**Run 1: signal wires on met3**

Scale bar: 20 um.
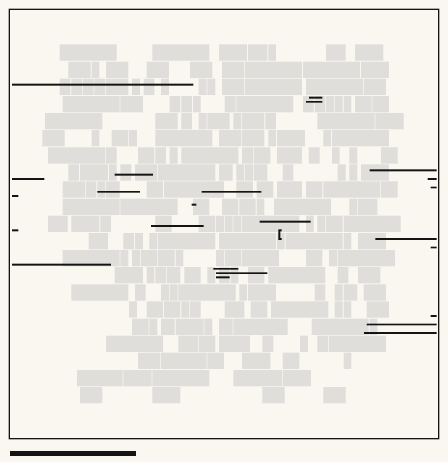
**Run 1: sequential cells colored by netlist name**

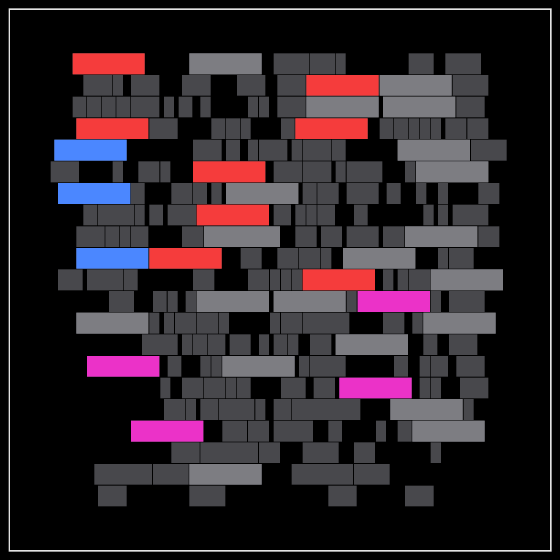
**Run 1: met1 routing**

Scale bar: 20 um.
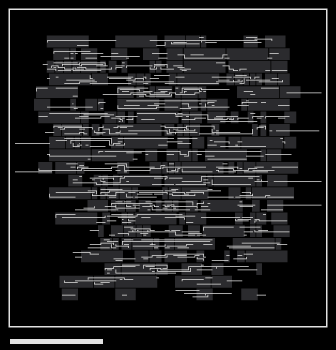
## config.mk

```make
export PLATFORM = sky130hd
export DESIGN_NAME = divider_4
export DESIGN_NICKNAME = d
export VERILOG_FILES = /design/src/rtl/divider_4.sv
export SDC_FILE = /design/constraint.sdc
export NUM_CORES = 1
export LEC_CHECK = 0
export CAP_MARGIN = 30
export CORE_MARGIN = 5
export CORE_UTILIZATION = 50
export DETAILED_ROUTE_END_ITERATION = 10
export PLACE_DENSITY = 0.76
export SETUP_SLACK_MARGIN = 0.05
export SLEW_MARGIN = 10
export SYNTH_ARGS = -nofsm -noshare
export SYNTH_HDL_FRONTEND = slang
export SYNTH_SLANG_ARGS = --single-unit
```

## constraint.sdc

```tcl
create_clock -name clk -period 1.8 [get_ports clk]
set_input_delay 0.54 -clock clk [delete_from_list [all_inputs] [get_ports clk]]
set_output_delay 0.54 -clock clk [all_outputs]
set_load 0.005 [all_outputs]
```

## src/rtl/divider_4.sv

```systemverilog
// divider_4: sequential 8-bit by 4-bit unsigned restoring divider.
//
// Each accepted request resolves one quotient bit per clock, MSB first.
// The division takes eight steps. The result is held on the outputs until
// the next division completes.
//
// Ports:
//   clk        rising-edge clock
//   rst_n      asynchronous active-low reset
//   start      division request, accepted only when idle
//   dividend   8-bit unsigned dividend, sampled on the accepting edge
//   divisor    4-bit unsigned divisor, sampled on the accepting edge
//   busy       high while a division is in progress
//   done       one-cycle pulse when quotient/remainder/dz update
//   quotient   8-bit quotient, held until the next done
//   remainder  4-bit remainder, held until the next done
//   dz         divide-by-zero flag for the held result
module divider_4 (
  input  logic       clk,
  input  logic       rst_n,
  input  logic       start,
  input  logic [7:0] dividend,
  input  logic [3:0] divisor,
  output logic       busy,
  output logic       done,
  output logic [7:0] quotient,
  output logic [3:0] remainder,
  output logic       dz
);

  typedef enum logic [0:0] {StIdle, StRun} state_e;

  state_e state_q, state_d;

  // Datapath state
  logic [7:0] shift_q;      // dividend bits shift out, quotient bits shift in
  logic [3:0] div_q;        // latched divisor
  logic [3:0] rem_q;        // partial remainder, always < divisor after a step
  logic [2:0] cnt_q;        // steps remaining minus one
  logic       zero_q;       // latched divisor == 0

  // Result registers
  logic [7:0] quotient_q;
  logic [3:0] remainder_q;
  logic       dz_q;
  logic       done_q;

  // Control decodes
  logic accept;
  logic run;
  logic last_step;

  // Step datapath
  logic [4:0] rem_shift;
  logic [4:0] div_ext;
  logic       q_bit;
  logic [3:0] rem_step;
  logic [7:0] shift_step;

  //--------------------------------------------------------------------------
  // FSM: state register
  //--------------------------------------------------------------------------
  always_ff @(posedge clk or negedge rst_n) begin
    if (!rst_n) begin
      state_q <= StIdle;
    end else begin
      state_q <= state_d;
    end
  end

  //--------------------------------------------------------------------------
  // FSM: next-state logic
  //--------------------------------------------------------------------------
  always_comb begin
    state_d = state_q;
    unique case (state_q)
      StIdle: begin
        if (start) begin
          state_d = StRun;
        end
      end
      StRun: begin
        if (cnt_q == 3'd0) begin
          state_d = StIdle;
        end
      end
      default: state_d = StIdle;
    endcase
  end

  //--------------------------------------------------------------------------
  // FSM: outputs and decodes
  //--------------------------------------------------------------------------
  always_comb begin
    busy      = 1'b0;
    accept    = 1'b0;
    run       = 1'b0;
    last_step = 1'b0;
    unique case (state_q)
      StIdle: begin
        accept = start;
      end
      StRun: begin
        busy      = 1'b1;
        run       = 1'b1;
        last_step = (cnt_q == 3'd0);
      end
      default: begin
        busy = 1'b0;
      end
    endcase
  end

  //--------------------------------------------------------------------------
  // One restoring step
  //--------------------------------------------------------------------------
  // R' is 5 bits wide so the shifted-in bit never overflows. When R' >= divisor
  // the difference is below the divisor, so it fits in 4 bits. When R' < divisor
  // R'[4] is necessarily 0. Either way the stored remainder needs only 4 bits.
  always_comb begin
    rem_shift  = {rem_q, shift_q[7]};
    div_ext    = {1'b0, div_q};
    q_bit      = (rem_shift >= div_ext);
    rem_step   = q_bit ? (rem_shift[3:0] - div_q) : rem_shift[3:0];
    shift_step = {shift_q[6:0], q_bit};
  end

  //--------------------------------------------------------------------------
  // Datapath registers
  //--------------------------------------------------------------------------
  always_ff @(posedge clk or negedge rst_n) begin
    if (!rst_n) begin
      shift_q <= 8'h00;
      div_q   <= 4'h0;
      rem_q   <= 4'h0;
      cnt_q   <= 3'd0;
      zero_q  <= 1'b0;
    end else if (accept) begin
      shift_q <= dividend;
      div_q   <= divisor;
      rem_q   <= 4'h0;
      cnt_q   <= 3'd7;
      zero_q  <= (divisor == 4'h0);
    end else if (run) begin
      shift_q <= shift_step;
      rem_q   <= rem_step;
      cnt_q   <= cnt_q - 3'd1;
    end
  end

  //--------------------------------------------------------------------------
  // Result registers: update only on the completing step
  //--------------------------------------------------------------------------
  // With a zero divisor every step "subtracts" zero. After eight shifts the
  // remainder therefore holds the low dividend nibble, which is the required
  // forced remainder. The quotient is forced explicitly rather than relying on
  // the all-ones pattern the steps would also produce.
  always_ff @(posedge clk or negedge rst_n) begin
    if (!rst_n) begin
      quotient_q  <= 8'h00;
      remainder_q <= 4'h0;
      dz_q        <= 1'b0;
      done_q      <= 1'b0;
    end else begin
      done_q <= last_step;
      if (last_step) begin
        quotient_q  <= zero_q ? 8'hFF : shift_step;
        remainder_q <= rem_step;
        dz_q        <= zero_q;
      end
    end
  end

  assign done      = done_q;
  assign quotient  = quotient_q;
  assign remainder = remainder_q;
  assign dz        = dz_q;

endmodule

```

==> results.sh, run 1 <==
# physical design summary
export IMPL_outcome="completed"
export IMPL_largestClassByArea="flip-flops and latches"
export IMPL_synthAdderAreaFrac=0.0566
export IMPL_grt_pass1_vias=1307
export IMPL_ys_types=34
export IMPL_antenna_found_initial=0
export IMPL_drc=0
export IMPL_grt_pass1_wl_um=6090
export IMPL_dieArea_um2=4620
export IMPL_fin_nets=235
export IMPL_cts_buffer_depth=2
export IMPL_yosys_area_share_simple=0.169
export IMPL_vdd_drop_max_mv=0.916
export IMPL_seq_share=0.397
export IMPL_io_pins=30
export IMPL_common_cells="nand2_1 (39), dfrtp_1 (35), o21ai_0 (17)"
export IMPL_syn_area_per_cell_um2=9.88
export IMPL_ys_flops=35
export IMPL_p_seq_frac=0.352
export IMPL_hold_ws_ns=0.479
export IMPL_cp_cell_sequence="clkdlybuf4s50_1"
export IMPL_p_total_mw=4.10
export IMPL_gr_total_overflow=0
export IMPL_sh_comb_area=0.338
export IMPL_worstPathArrival_ns=1.16
export IMPL_holdBufCountCts=0
export IMPL_grt_busiest_layer="met2"
export IMPL_dp_cells=246
export IMPL_place_ws_ns=0.00639
export IMPL_power_density_nw_per_um2=1860
export IMPL_synthMuxAreaShare=0.0551
export IMPL_area_growth_pct=31.3
export IMPL_final_layout_top_logic_cells="nand2_1 (39), dfrtp_1 (34), o21ai_0 (17), clkdlybuf4s50_1 (15), buf_4 (15)"
export IMPL_top_area_cell="dfrtp_1"
export IMPL_post_drt_wl_per_cell_um=15.0
export IMPL_wl_met2_um=1980
export IMPL_post_dp_cell_area_um2=2070
export IMPL_final_core_util=0.672
export IMPL_setup_tns_ns=0
export IMPL_root_buffer="clkbuf_4"
export IMPL_vias_per_cell=5.18
export IMPL_maxPowerGroup="combinational logic"
export IMPL_cpMaxStageDelayCell="clkdlybuf4s50_1"
export IMPL_drtIter0Drc=67
export IMPL_synthAoiAreaFrac=0.139
export IMPL_max_stage_delay_ns=0.50
export IMPL_dr_total_vias=1347
export IMPL_pg_comb_mw=2.25
export IMPL_grt_max_degree=36
## Picture notes: 'signal wires on met3'
nets with wire on the layer = 21
wire length on this layer = 152 um
share of all routed wire = 3.9%
longest straight run = 28.5 um

## Picture notes: 'sequential cells colored by netlist name'
magenta -> remainder  # flops 4
red -> shift_q  # flops 8
blue -> cnt_q  # flops 3
not colored = 20

## Picture notes: 'met1 routing'
longest straight run = 23.0 um
main direction = horizontal
wire length on this layer = 1750 um
share of all routed wire = 45%

**Run 1: metal 2**

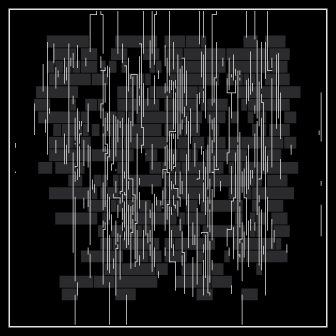

==> inputs of run 2 (changes only) <==
--- a/config.mk
+++ b/config.mk
@@ -6,10 +6,12 @@
 export NUM_CORES = 1
 export LEC_CHECK = 0
 export CAP_MARGIN = 30
+export CELL_PAD_IN_SITES_DETAIL_PLACEMENT = 1
+export CELL_PAD_IN_SITES_GLOBAL_PLACEMENT = 1
 export CORE_MARGIN = 5
-export CORE_UTILIZATION = 50
+export CORE_UTILIZATION = 40
 export DETAILED_ROUTE_END_ITERATION = 10
-export PLACE_DENSITY = 0.76
+export PLACE_DENSITY = 0.79
 export SETUP_SLACK_MARGIN = 0.05
 export SLEW_MARGIN = 10
 export SYNTH_ARGS = -nofsm -noshare
**Run 2: metal 2**

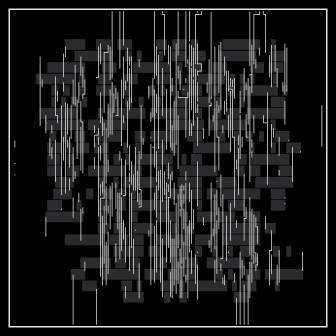
nets with wire on the layer = 206
share of all routed wire = 53%

==> run 2 against run 1 <==
  * Design area down 0.96%
  * Flip-flop count stayed put
  * Clock-buffer cell count fell by 1
  * Clock skew decreased by 0.0035 ns
==> results.sh, run 2 <==
# physical design summary
export IMPL_async_reset_ff_frac=1.00
export IMPL_p_seq_frac=0.338
export IMPL_cp_cell_sequence="inv_1 > ha_1 > inv_1 > fa_1 > xor2_1 > a21oi_1 > o31ai_1"
export IMPL_cts_buffer_depth=2
export IMPL_syn_area_per_cell_um2=9.88
export IMPL_io_pins=30
export IMPL_vdd_drop_max_mv=0.869
export IMPL_grt_max_degree=36
export IMPL_core_area_um2=4030
export IMPL_dr_total_vias=1375
export IMPL_maxPowerGroup="combinational logic"
export IMPL_post_drt_wl_per_cell_um=17.1
export IMPL_drc=0
export IMPL_drtIter0Drc=69
export IMPL_fin_nets=231
export IMPL_power_density_nw_per_um2=1970
export IMPL_max_stage_delay_ns=0.41
export IMPL_gr_total_overflow=0
export IMPL_seq_share=0.401
export IMPL_p_total_mw=4.31
export IMPL_outcome="completed"
export IMPL_dieArea_um2=5600
export IMPL_setup_tns_ns=0
export IMPL_post_dp_cell_area_um2=2090
export IMPL_hold_ws_ns=0.471
export IMPL_wl_met2_um=2370
export IMPL_cts_sinks=35
export IMPL_sh_comb_area=0.336
export IMPL_pg_comb_mw=2.28
export IMPL_holdBufCountCts=0
export IMPL_ys_flops=35
export IMPL_synthMuxAreaShare=0.0551
export IMPL_top_area_cell="dfrtp_1"
export IMPL_synthAdderAreaFrac=0.0566
export IMPL_vias_per_cell=5.31
export IMPL_final_layout_top_logic_cells="nand2_1 (39), dfrtp_1 (35), clkdlybuf4s50_1 (28), o21ai_0 (17), buf_4 (11)"
export IMPL_synthAoiAreaFrac=0.139
export IMPL_common_cells="nand2_1 (39), dfrtp_1 (35), o21ai_0 (17)"
export IMPL_area_growth_pct=30.1
export IMPL_yosys_area_share_simple=0.169
export IMPL_worstPathArrival_ns=1.90
export IMPL_grt_pass1_wl_um=7470
export IMPL_ys_types=34
export IMPL_cts_resized=1
export IMPL_final_core_util=0.543
export IMPL_dp_cells=252
export IMPL_routed_top_layer="met4"
export IMPL_num_multi_input_gates=117
export IMPL_largestClassByArea="flip-flops and latches"
**Run 2: met1 routing**

Scale bar: 20 um.
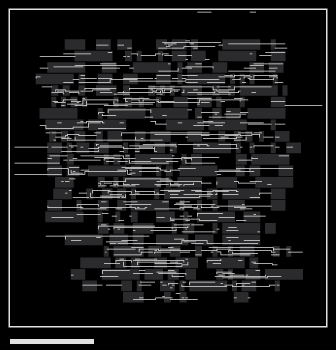
longest straight run = 24.4 um
wire length on this layer = 1870 um
main direction = horizontal

==> inputs of run 3 (changes only) <==
--- a/config.mk
+++ b/config.mk
@@ -11,6 +11,7 @@
 export CORE_MARGIN = 5
 export CORE_UTILIZATION = 40
 export DETAILED_ROUTE_END_ITERATION = 10
+export GPL_ROUTABILITY_DRIVEN = 1
 export PLACE_DENSITY = 0.79
 export SETUP_SLACK_MARGIN = 0.05
 export SLEW_MARGIN = 10
**Run 3: placement view**

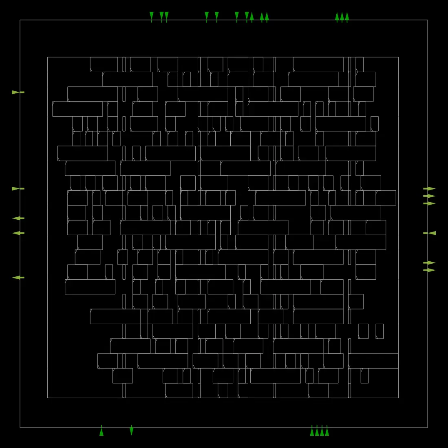
Site Rows: 23
FFs & Latches: 35
number of filler instances in the final layout: 455
Tapcells: 50
Seq/total area: 0.401

**Run 3: metal 2**

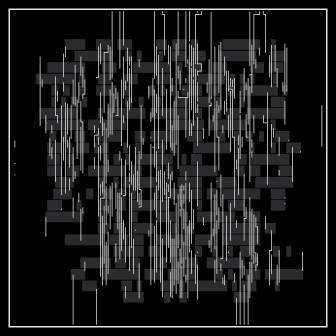
main direction = vertical
longest straight run = 33.3 um
share of all routed wire = 53%
wire length on this layer = 2370 um
nets with wire on the layer = 206

==> run 3 against run 2 <==
  * Sequential share of layout area did not move
  * Synthesized cell count did not move
  * Global-route usage did not move
  * Sequential power barely moved
  * Largest cell class unchanged
  * Highest routed layer unchanged
  * Clock skew did not move
==> results.sh, run 3 <==
# physical design summary
export IMPL_setup_tns_ns=0
export IMPL_cts_sinks=35
export IMPL_post_dp_cell_area_um2=2090
export IMPL_synthAoiAreaFrac=0.139
export IMPL_area_growth_pct=30.1
export IMPL_gr_total_overflow=0
export IMPL_maxPowerGroup="combinational logic"
export IMPL_sh_comb_area=0.336
export IMPL_hold_ws_ns=0.471
export IMPL_drc=0
export IMPL_power_density_nw_per_um2=1970
export IMPL_vias_per_cell=5.31
export IMPL_core_area_um2=4030
export IMPL_grt_pass1_wl_um=7470
export IMPL_holdBufCountCts=0
export IMPL_cp_cell_sequence="inv_1 > ha_1 > inv_1 > fa_1 > xor2_1 > a21oi_1 > o31ai_1"
export IMPL_final_layout_top_logic_cells="nand2_1 (39), dfrtp_1 (35), clkdlybuf4s50_1 (28), o21ai_0 (17), buf_4 (11)"
export IMPL_dieArea_um2=5600
export IMPL_p_total_mw=4.31
export IMPL_final_core_util=0.543
export IMPL_ys_flops=35
export IMPL_async_reset_ff_frac=1.00
export IMPL_ys_types=34
export IMPL_drtIter0Drc=69
export IMPL_worstPathArrival_ns=1.90
export IMPL_vdd_drop_max_mv=0.869
export IMPL_num_multi_input_gates=117
export IMPL_max_stage_delay_ns=0.41
export IMPL_syn_area_per_cell_um2=9.88
export IMPL_cts_buffer_depth=2
export IMPL_dr_total_vias=1375
export IMPL_cts_resized=1
export IMPL_pg_comb_mw=2.28
export IMPL_largestClassByArea="flip-flops and latches"
export IMPL_common_cells="nand2_1 (39), dfrtp_1 (35), o21ai_0 (17)"
export IMPL_io_pins=30
export IMPL_p_seq_frac=0.338
export IMPL_fin_nets=231
export IMPL_outcome="completed"
export IMPL_yosys_area_share_simple=0.169
export IMPL_top_area_cell="dfrtp_1"
export IMPL_wl_met2_um=2370
export IMPL_dp_cells=252
export IMPL_routed_top_layer="met4"
Power figures rest on the tool's default switching activity, not on a simulated workload.
